==> config.mk <==
export PLATFORM = sky130hd
export DESIGN_NAME = hs_npu_systolic_feeder_flat
export DESIGN_NICKNAME = d
export VERILOG_FILES = /design/src/rtl/hs_npu_pkg.sv /design/src/rtl/hs_npu_systolic_feeder_if.sv /design/src/rtl/hs_npu_skew_line.sv /design/src/rtl/hs_npu_systolic_feeder.sv /design/src/flat_wrapper.sv
export SDC_FILE = /design/constraint.sdc
export NUM_CORES = 2
export LEC_CHECK = 0
export ABC_CLOCK_PERIOD_IN_PS = 10400
export CORE_AREA = 2 2 405 407
export CTS_BUF_LIST = sky130_fd_sc_hd__clkbuf_16
export DETAILED_ROUTE_END_ITERATION = 10
export DIE_AREA = 0 0 407 409
export PLACE_DENSITY = 0.68
export SETUP_SLACK_MARGIN = 0.02
export SYNTH_ARGS = -nofsm -noshare
export SYNTH_HDL_FRONTEND = slang
export SYNTH_HIERARCHICAL = 1
export SYNTH_SLANG_ARGS = --single-unit
==> constraint.sdc <==
create_clock -name clk -period 10.4 [get_ports clk]
set_input_delay 2.6 -clock clk [delete_from_list [all_inputs] [get_ports clk]]
set_output_delay 2.6 -clock clk [all_outputs]
set_load 0.01 [all_outputs]
Cell classes on the final placement:
Scale: 1 px per micron.
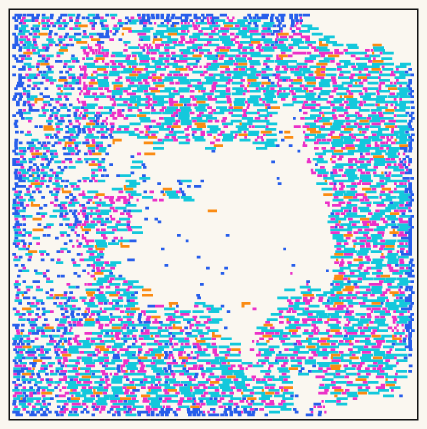
class	colour	cells
flip-flops	cyan	1416
all other logic	magenta	1720
clock drivers and dummy loads	orange	284
other buffers and delay cells	blue	1080
Rows: 148
total core area: 162000 sq um
Final Util: 47.6%

Ports around the boundary:
Scale: 1 px per micron. Pins as bars across the die edge, other pins in grey.
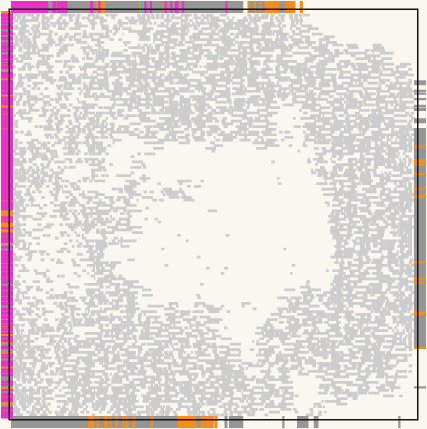
port	colour	pins	direction	edge
bus_in_ready	cyan	1	output	top
bus_in_bias	magenta	256	input	197 left, 59 top
bus_in_a	orange	128	input	45 bottom, 35 left, 34 top, 14 right
all pins by edge	303 top, 299 left, 254 bottom, 175 right
port bufs: 1030
Die Ht: 409 microns

Clock wiring as the flow saved it:
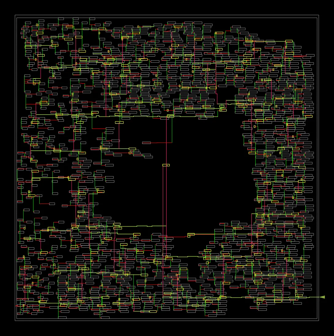
Worst Skew: 0.0434 ns
Clock buffer cells: 162
clock sink total: 1416

==> changes_impl.md <==
### Physical design

- YS chip area: 62200 sq um
- DR pass1 iterations: 6
- Insertion Delay late pin: 0.79 ns
- Vias in the first global route: 35400
- Synth top cell by count: edfxtp_1
- Post-route setup slack: 4.24 ns
- WL final: 195000 microns
- CTS Hold Buffers Added: 0
- WS Path Type: input port to output port
- DR top layer: met5
- Ant. Diodes: 38
- Design area: 77100 sq um
- Critical Path Stages: 3
- M3 GR Usage: 7.61%
- Hold path cells: 1
- Combinational gates: 1714
- Sw Pwr: 0.00340 W
- CTS HTree Levels: 4
- Area of the multi-input gates: 18700 sq um
- Chip area: 166000 sq um
- Internal: 0.0106 W
- Sequential power share: 49.4%
- Critical Path RT: 7.80 ns
- Clk root buf: clkbuf_16
- Yosys warns: 6
- DRT antenna net count: 0
- Clock net power: 0.00532 W
- Detail Route met3 WL: 15700 microns
- Logic share of the area: 24.3%
- Status: finished clean
- Critical Path Sink Type: output port
Power figures rest on the tool's default switching activity, not on a simulated workload.
